`src/rtl/serial_word_receiver.sv`:
```
// Serial link receive end: start-bit detect, LSB-first data shift, optional parity, stop check.
// All state advances only on bit_en strobes; the result pulses last exactly one clock.
module serial_word_receiver #(
  parameter int DATA_WIDTH = 8,
  parameter int PARITY_EN  = 0,
  parameter int PARITY_ODD = 0
) (
  input  logic                  clock,
  input  logic                  reset,
  input  logic                  bit_en,
  input  logic                  serial_in,
  output logic [DATA_WIDTH-1:0] data_out,
  output logic                  data_valid,
  output logic                  parity_error,
  output logic                  frame_error,
  output logic                  busy
);

  localparam int CW = (DATA_WIDTH > 1) ? $clog2(DATA_WIDTH) : 1;
  localparam logic [CW-1:0] LAST = CW'(DATA_WIDTH - 1);

  typedef enum logic [2:0] {IDLE, DATA, PARITY, STOP, RECOVER} state_t;

  state_t                state_q, state_d;
  logic [CW-1:0]         cnt_q, cnt_d;
  logic [DATA_WIDTH-1:0] sreg_q, sreg_d;
  logic [DATA_WIDTH-1:0] dout_q, dout_d;
  logic                  mism_q, mism_d;
  logic                  dv_q, dv_d;
  logic                  pe_q, pe_d;
  logic                  fe_q, fe_d;

  always_ff @(posedge clock or posedge reset) begin
    if (reset) begin
      state_q <= IDLE;
      cnt_q   <= '0;
      sreg_q  <= '0;
      dout_q  <= '0;
      mism_q  <= 1'b0;
      dv_q    <= 1'b0;
      pe_q    <= 1'b0;
      fe_q    <= 1'b0;
    end else begin
      state_q <= state_d;
      cnt_q   <= cnt_d;
      sreg_q  <= sreg_d;
      dout_q  <= dout_d;
      mism_q  <= mism_d;
      dv_q    <= dv_d;
      pe_q    <= pe_d;
      fe_q    <= fe_d;
    end
  end

  always_comb begin
    state_d = state_q;
    cnt_d   = cnt_q;
    sreg_d  = sreg_q;
    dout_d  = dout_q;
    mism_d  = mism_q;
    dv_d    = 1'b0;
    pe_d    = 1'b0;
    fe_d    = 1'b0;
    case (state_q)
      IDLE: begin
        if (bit_en && !serial_in) begin
          state_d = DATA;
          cnt_d   = '0;
        end
      end
      DATA: begin
        if (bit_en) begin
          // Right shift so the first (LSB) bit ends up in sreg[0].
          sreg_d = {serial_in, sreg_q[DATA_WIDTH-1:1]};
          cnt_d  = cnt_q + CW'(1);
          if (cnt_q == LAST) state_d = (PARITY_EN != 0) ? PARITY : STOP;
        end
      end
      PARITY: begin
        if (bit_en) begin
          mism_d  = (((^sreg_q) ^ serial_in) != (PARITY_ODD != 0));
          state_d = STOP;
        end
      end
      STOP: begin
        if (bit_en) begin
          if (serial_in) begin
            dout_d  = sreg_q;
            dv_d    = 1'b1;
            pe_d    = (PARITY_EN != 0) && mism_q;
            state_d = IDLE;
          end else begin
            fe_d    = 1'b1;
            state_d = RECOVER;
          end
        end
      end
      RECOVER: begin
        // Wait for the line to return high so a held-low line cannot fake a start.
        if (bit_en && serial_in) state_d = IDLE;
      end
      default: state_d = IDLE;
    endcase
  end

  assign data_out     = dout_q;
  assign data_valid   = dv_q;
  assign parity_error = pe_q;
  assign frame_error  = fe_q;
  assign busy         = (state_q != IDLE);

endmodule

```
`config.mk`:
```
export PLATFORM = sky130hd
export DESIGN_NAME = serial_word_receiver
export DESIGN_NICKNAME = d
export VERILOG_FILES = /design/src/rtl/serial_word_receiver.sv
export SDC_FILE = /design/constraint.sdc
export NUM_CORES = 1
export LEC_CHECK = 0
export ABC_AREA = 1
export CORE_MARGIN = 1
export CORE_UTILIZATION = 51
export CTS_BUF_LIST = sky130_fd_sc_hd__clkbuf_16
export DETAILED_ROUTE_END_ITERATION = 6
export PLACE_DENSITY = 0.85
export SYNTH_ARGS = -nofsm -noshare
export SYNTH_HDL_FRONTEND = slang
export SYNTH_SLANG_ARGS = --single-unit
```
`constraint.sdc`:
```
create_clock -name clock -period 1.65 [get_ports clock]
set_input_delay 0.33 -clock clock [delete_from_list [all_inputs] [get_ports clock]]
set_output_delay 0.33 -clock clock [all_outputs]
set_load 0.005 [all_outputs]
```
Run 1, M2 wires:
The bar under the picture is 10 um long. Cells faint in the background.
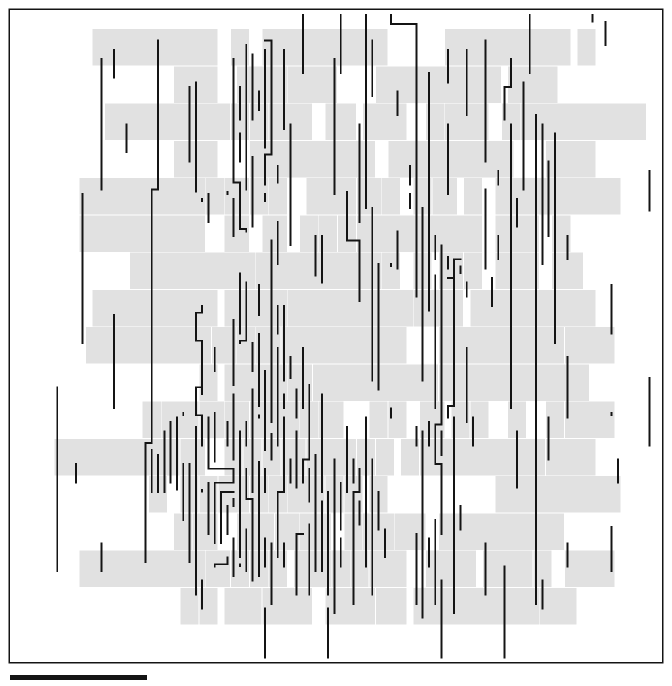
longest straight run = 35.7 um
share of all routed wire = 51%
nets with wire on the layer = 125
wire length on this layer = 964 um
main direction = vertical

Run 1, signal wires by layer:
Only two layers are drawn.
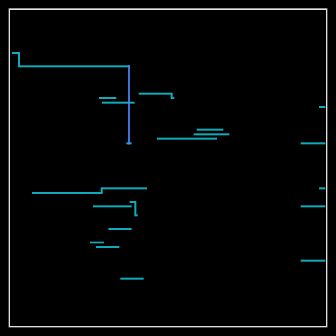
M4 -> blue  # wire length 11.6 um
M3 -> cyan  # wire length 99.3 um

==> reports/results.tsv, run 1 <==
stage	metric	value	unit
die	Die Ht	47.6	um
finish	most common library cell in the layout ignoring fill and taps	sky130_fd_sc_hd__nand2_1	
critical_path	R2R setup slack	0.28	ns
global_route	total global routing track utilization	18.8	%
route	detailed-route DRC error count	0	
critical_path	terminus of the critical flop-to-flop path	data_out[6]	
finish	final net count	145	
route	number of nets with antenna violations after detailed routing	0	
power	worst IR drop on VDD	868	uV
run_status	status	complete, no violations	
global_route	vias in the first global route	728	
finish	count of inverters other than clock inverters in the layout	18	
placed_design	Detail Placement HPWL	1360	um
die	floorplan die area	0.00227	mm2
yosys	number of standard cells reported by yosys	116	
finish	FF+latch count	24	
run	max-cap violations	0	
critical_path	Crit path arrival time	1.22	ns
clock_tree	clk sink count	24	
critical_path	kind of end point of the critical path	primary output	
sta	setup repair after global routing missed its margin	false	
global_route	largest net degree at the start of global routing	25	
yosys	proportion of synthesized flip-flops having asynchronous set or reset	100	%
clock_tree	clock transition at the register clock pins on the worst setup and hold paths after CTS	0.06	ns
min_path	kind of path behind the tightest hold check	input port to asynchronous set/reset pin	
sta	period utilisation layout	94.1	%
yosys	synthesized area divided by synthesized cell count	9.15	um2
yosys	largest cells by area after synthesis	sky130_fd_sc_hd__dfrtp_1, sky130_fd_sc_hd__nand2_1, sky130_fd_sc_hd__inv_1	
finish	ratio of cells with drive above 1 in the final layout	20.3	%
finish	number of clock buffers in the layout	3	
critical_path	path type of the worst setup path	register to primary output	
yosys	share of the yosys chip area belonging to registers	56.6	%
yosys	post-synthesis cell count	116	
finish	register cell area after layout	601	um2
critical_path	worst setup path start	state_q[0]	
clock_tree	clock latency at the later pin of the worst-skew pair	0.25	ns
route	vias per std cell	4.95	
finish	Clock-cell share	7.66	%
global_route	wire length of the first global-routing pass	2950	um
sta	worst clock skew	0.00228	ns
global_route	initial antenna violation count	0	
sta	peak clock frequency supported by timing	0.644	GHz
yosys	most common flop cell mapped by yosys	sky130_fd_sc_hd__dfrtp_1	
Run 1, drive-strength map:
The bar under the picture is 10 um long.
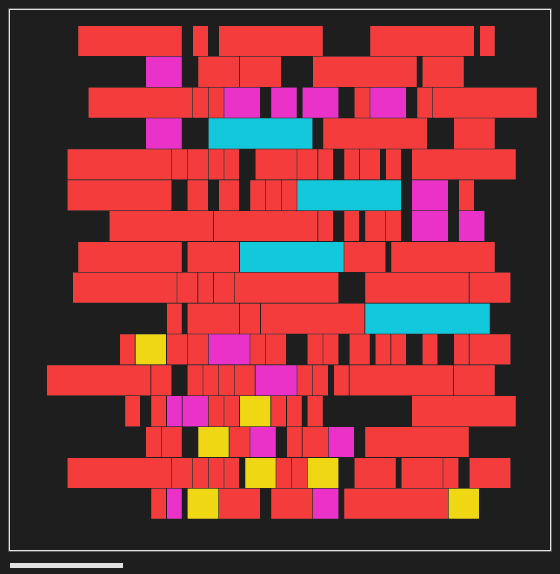
x2 -> magenta  # cells 17
x6 and larger -> cyan  # cells 4
x3 and x4 -> yellow  # cells 7
x1 and smaller -> red  # cells 110
Buffers, non-clock: 21
final critical-path setup slack: 0.0970 ns
synthesis-to-finish area growth: 29.2%
Final Instance Area: 0.00137 mm2

Run 1, routing congestion:
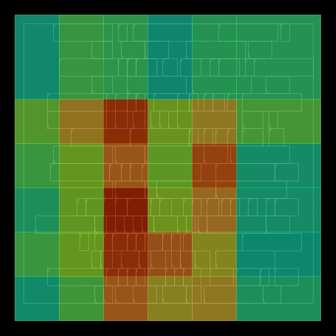
Routed WL per cell: 11.4 um
final design utilization: 69.9%

==> run 1: report_power, final <==
part,switching [mW],leakage [nW],internal [mW]
clock,0.189,0.0511,0.481
combinational,0.475,0.312,0.441
sequential,0.130,0.318,0.810
total,0.794,0.682,1.73
==> run 1: timing repair <==
action	4_1_cts	5_1_grt
hold buffers	0	0
cloned	0	0
setup buffers	1	0
endpoints found under the setup margin	1	1
gates resized	1	3
==> run 1: cell families (layout without fill, tap and decap cells) <==
family | after synthesis | after routing | synth area share (%)
and+or+nand+nor | 47 | 47 | 19.6
buffers and inverters | 21 | 43 | 8.61
AOI/OAI and AO/OA | 21 | 21 | 12.5
other | 1 | 1 | 0.353
adders and majority gates | 2 | 2 | 2.36
DFF | 24 | 24 | 56.6
==> run 1: metrics by stage <==
step           setup WS [ns]  std cells  area (um2)  hold slack [ns]
2_1_floorplan          0.462        116        1060            0.345
3_3_place_gp          0.0804        160        1260            0.460
3_5_place_dp         0.00365        160        1260            0.472
4_1_cts               0.0128        165        1370            0.429
5_1_grt               0.0443        165        1370            0.459
6_report              0.0970        165        1370            0.414
==> run 1: worst max-delay path: stages (launching register included) <==
cell                              delay, ns
sky130_fd_sc_hd__dfrtp_1               0.39
sky130_fd_sc_hd__inv_2                 0.07
sky130_fd_sc_hd__nand2_2               0.05
sky130_fd_sc_hd__or2_2                 0.26
sky130_fd_sc_hd__clkdlybuf4s15_1       0.20
==> run 1: worst min path at each step <==
stage / cells past startpoint / startpoint / slack (ns) / endpoint
global route: 3 / reset / 0.46 / state_q[2]
floorplan: 1 / reset / 0.34 / cnt_q[0]
finish: 3 / reset / 0.41 / state_q[2]
global placement: 2 / sreg_q[0] / 0.46 / data_out[0]
detailed placement: 2 / data_out[5] / 0.47 / data_out[5]
CTS: 3 / reset / 0.43 / data_out[2]
==> run 2: changes to the inputs <==
Settings changed: CORE_ASPECT_RATIO set to 0.5, CORE_MARGIN 1 to 4, CORE_UTILIZATION 51 to 25, DONT_BUFFER_PORTS set to 1, PLACE_DENSITY 0.85 to 0.47.
==> run 2 against run 1 <==
Compared with the run above: highest routed layer unchanged; synthesized area is the same; clock power grew 3.6%; cell count grew 4.8%; power shrank 11%; sequential cell count is the same; largest cell class unchanged.
==> reports/results.tsv, run 2 <==
stage	metric	value	unit
yosys	most common flop cell mapped by yosys	sky130_fd_sc_hd__dfrtp_1	
clock_tree	clock transition at the register clock pins on the worst setup and hold paths after CTS	0.06	ns
power	cell internal pwr	1.51	mW
run_status	status	complete, no violations	
critical_path	path type of the worst setup path	register to primary output	
sta	peak clock frequency supported by timing	0.656	GHz
finish	final net count	126	
sta	worst clock skew	0.00326	ns
global_route	initial antenna violation count	0	
power	Sequential Power Share	43.7	%
global_route	largest net degree at the start of global routing	20	
critical_path	largest stage delay on the critical path	0.42	ns
critical_path	Crit path arrival time	1.19	ns
critical_path	kind of end point of the critical path	primary output	
yosys	Mux area share	0	%
yosys	share of the yosys chip area belonging to registers	56.6	%
clock_tree	clk sink count	24	
yosys	combinational family with the most area after synthesis	simple AND/OR/NAND/NOR gates	
sta	Hold WS	0.212	ns
power	reported net switching power	0.729	mW
placed_design	Detail Placement HPWL	1260	um
yosys	ao+oa area frac	12.5	%
critical_path	chain of cells forming the critical path	inv_1, nand2_1, or2_2	
run	max-cap violations	0	
global_route	vias in the first global route	679	
finish	synthesis-to-finish area growth	16.9	%
route	detailed-route DRC error count	0	
finish	ratio of cells with drive above 1 in the final layout	16.8	%
yosys	largest cells by area after synthesis	sky130_fd_sc_hd__dfrtp_1, sky130_fd_sc_hd__nand2_1, sky130_fd_sc_hd__inv_1	
finish	most common library cell in the layout ignoring fill and taps	sky130_fd_sc_hd__nand2_1	
yosys	proportion of synthesized flip-flops having asynchronous set or reset	100	%
critical_path	slowest cell on the critical path	sky130_fd_sc_hd__dfrtp_1	
yosys	post-synthesis cell count	116	
die	Die Ht	54.1	um
yosys	number of standard cells reported by yosys	116	
power	relative contribution of combinational cells to total power	25.4	%
sta	period utilisation layout	92.4	%
min_path	kind of path behind the tightest hold check	input port to register	
placed_design	placed instance count	168	
route	vias per std cell	4.02	
critical_path	dominant delay contributor by cell family on the critical path	flip-flops	
[run 2: routing by layer]
| metal | global-route usage (%) | part of all wire [%] |
|---|---|---|
| met1 | 9.24 | 50 |
| met2 | 12.6 | 46 |
| met3 | 2.59 | 3.7 |
| met4 | 1.34 | 1.1 |
| met5 | 0 | 0 |
[run 2: area by class of cell]
cell class	instances	area, um2
Clock buffer	3	75.1
Clock inverter	1	30.0
Fill cell	406	2740
Inverter	18	67.6
Multi-Input combinational cell	71	369
Sequential cell	24	601
Tap cell	54	67.6
Timing Repair Buffer	2	30.0
[run 2: repair_timing]
item	4_1_cts	5_1_grt
hold buffers	1	0
resized	0	0
hold endpoints to repair	10	0
buffers inserted	0	0
[run 2: kinds of logic after synthesis]
kind of cell / after synthesis
AOI/OAI and AO/OA: 21
adders and majority gates: 2
buffers and inverters: 21
DFF: 24
other: 1
and+or+nand+nor: 47
[run 2: path summary, 6_finish.rpt]
check,cells after the start,endpoint,slack [ns],from
setup reg to reg,5,data_out[2],0.31,state_q[0]
hold reg to reg,2,data_out[0],0.48,sreg_q[0]
hold / removal,2,frame_error,0.21,bit_en
setup / recovery,3,busy,0.13,state_q[1]
max in group asynchronous,3,state_q[2],0.70,reset
min in group asynchronous,2,data_out[1],0.52,reset
[run 2: through the flow]
stage	utilization, %	worst slack (ns)	cell area (um2)
floorplan	-	0.462	1060
global placement	28.2	0.348	1120
detailed placement	28.2	0.306	1120
CTS	31.1	0.116	1240
global route	31.1	0.0597	1240
finish	31.1	0.125	1240
[run 2: power by group through the flow]
stage | sequential (mW) | combinational, mW | clock, mW
after floorplan | 0.948 | 0.501 | 0
after global placement | 0.991 | 0.571 | 0
after detailed placement | 0.990 | 0.579 | 0
after CTS | 0.984 | 0.583 | 0.711
after global routing | 1.01 | 0.686 | 0.739
final | 0.978 | 0.568 | 0.694
Run 2, the metal 1 layer:
The bar under the picture is 20 um long. Supply wires on this layer in gray. Cells faint in the background.
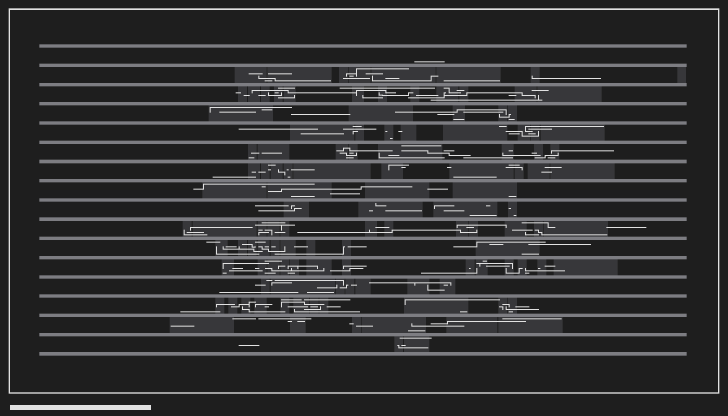
nets with wire on the layer = 115
main direction = horizontal
wire length on this layer = 886 um
longest straight run = 15.6 um

Run 2, M2 wires:
The bar under the picture is 20 um long. Cells faint in the background.
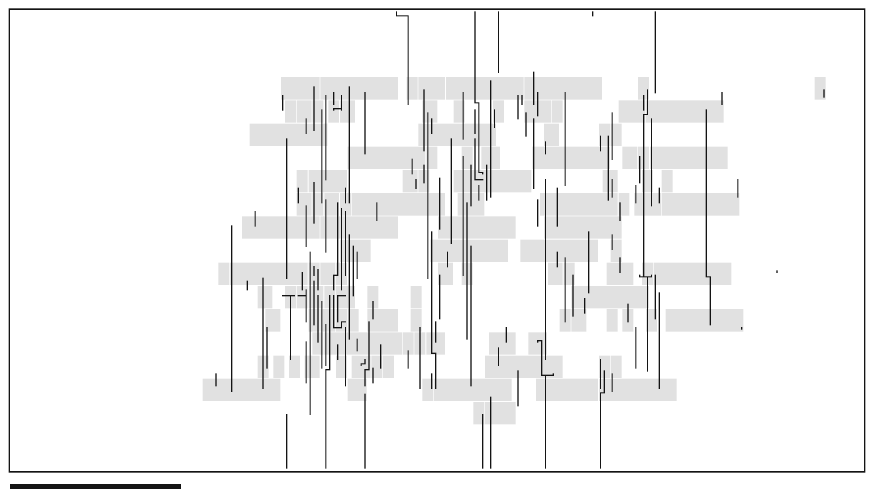
longest straight run = 21.1 um
nets with wire on the layer = 87
share of all routed wire = 46%

Power is estimated from default activity; no workload was simulated.
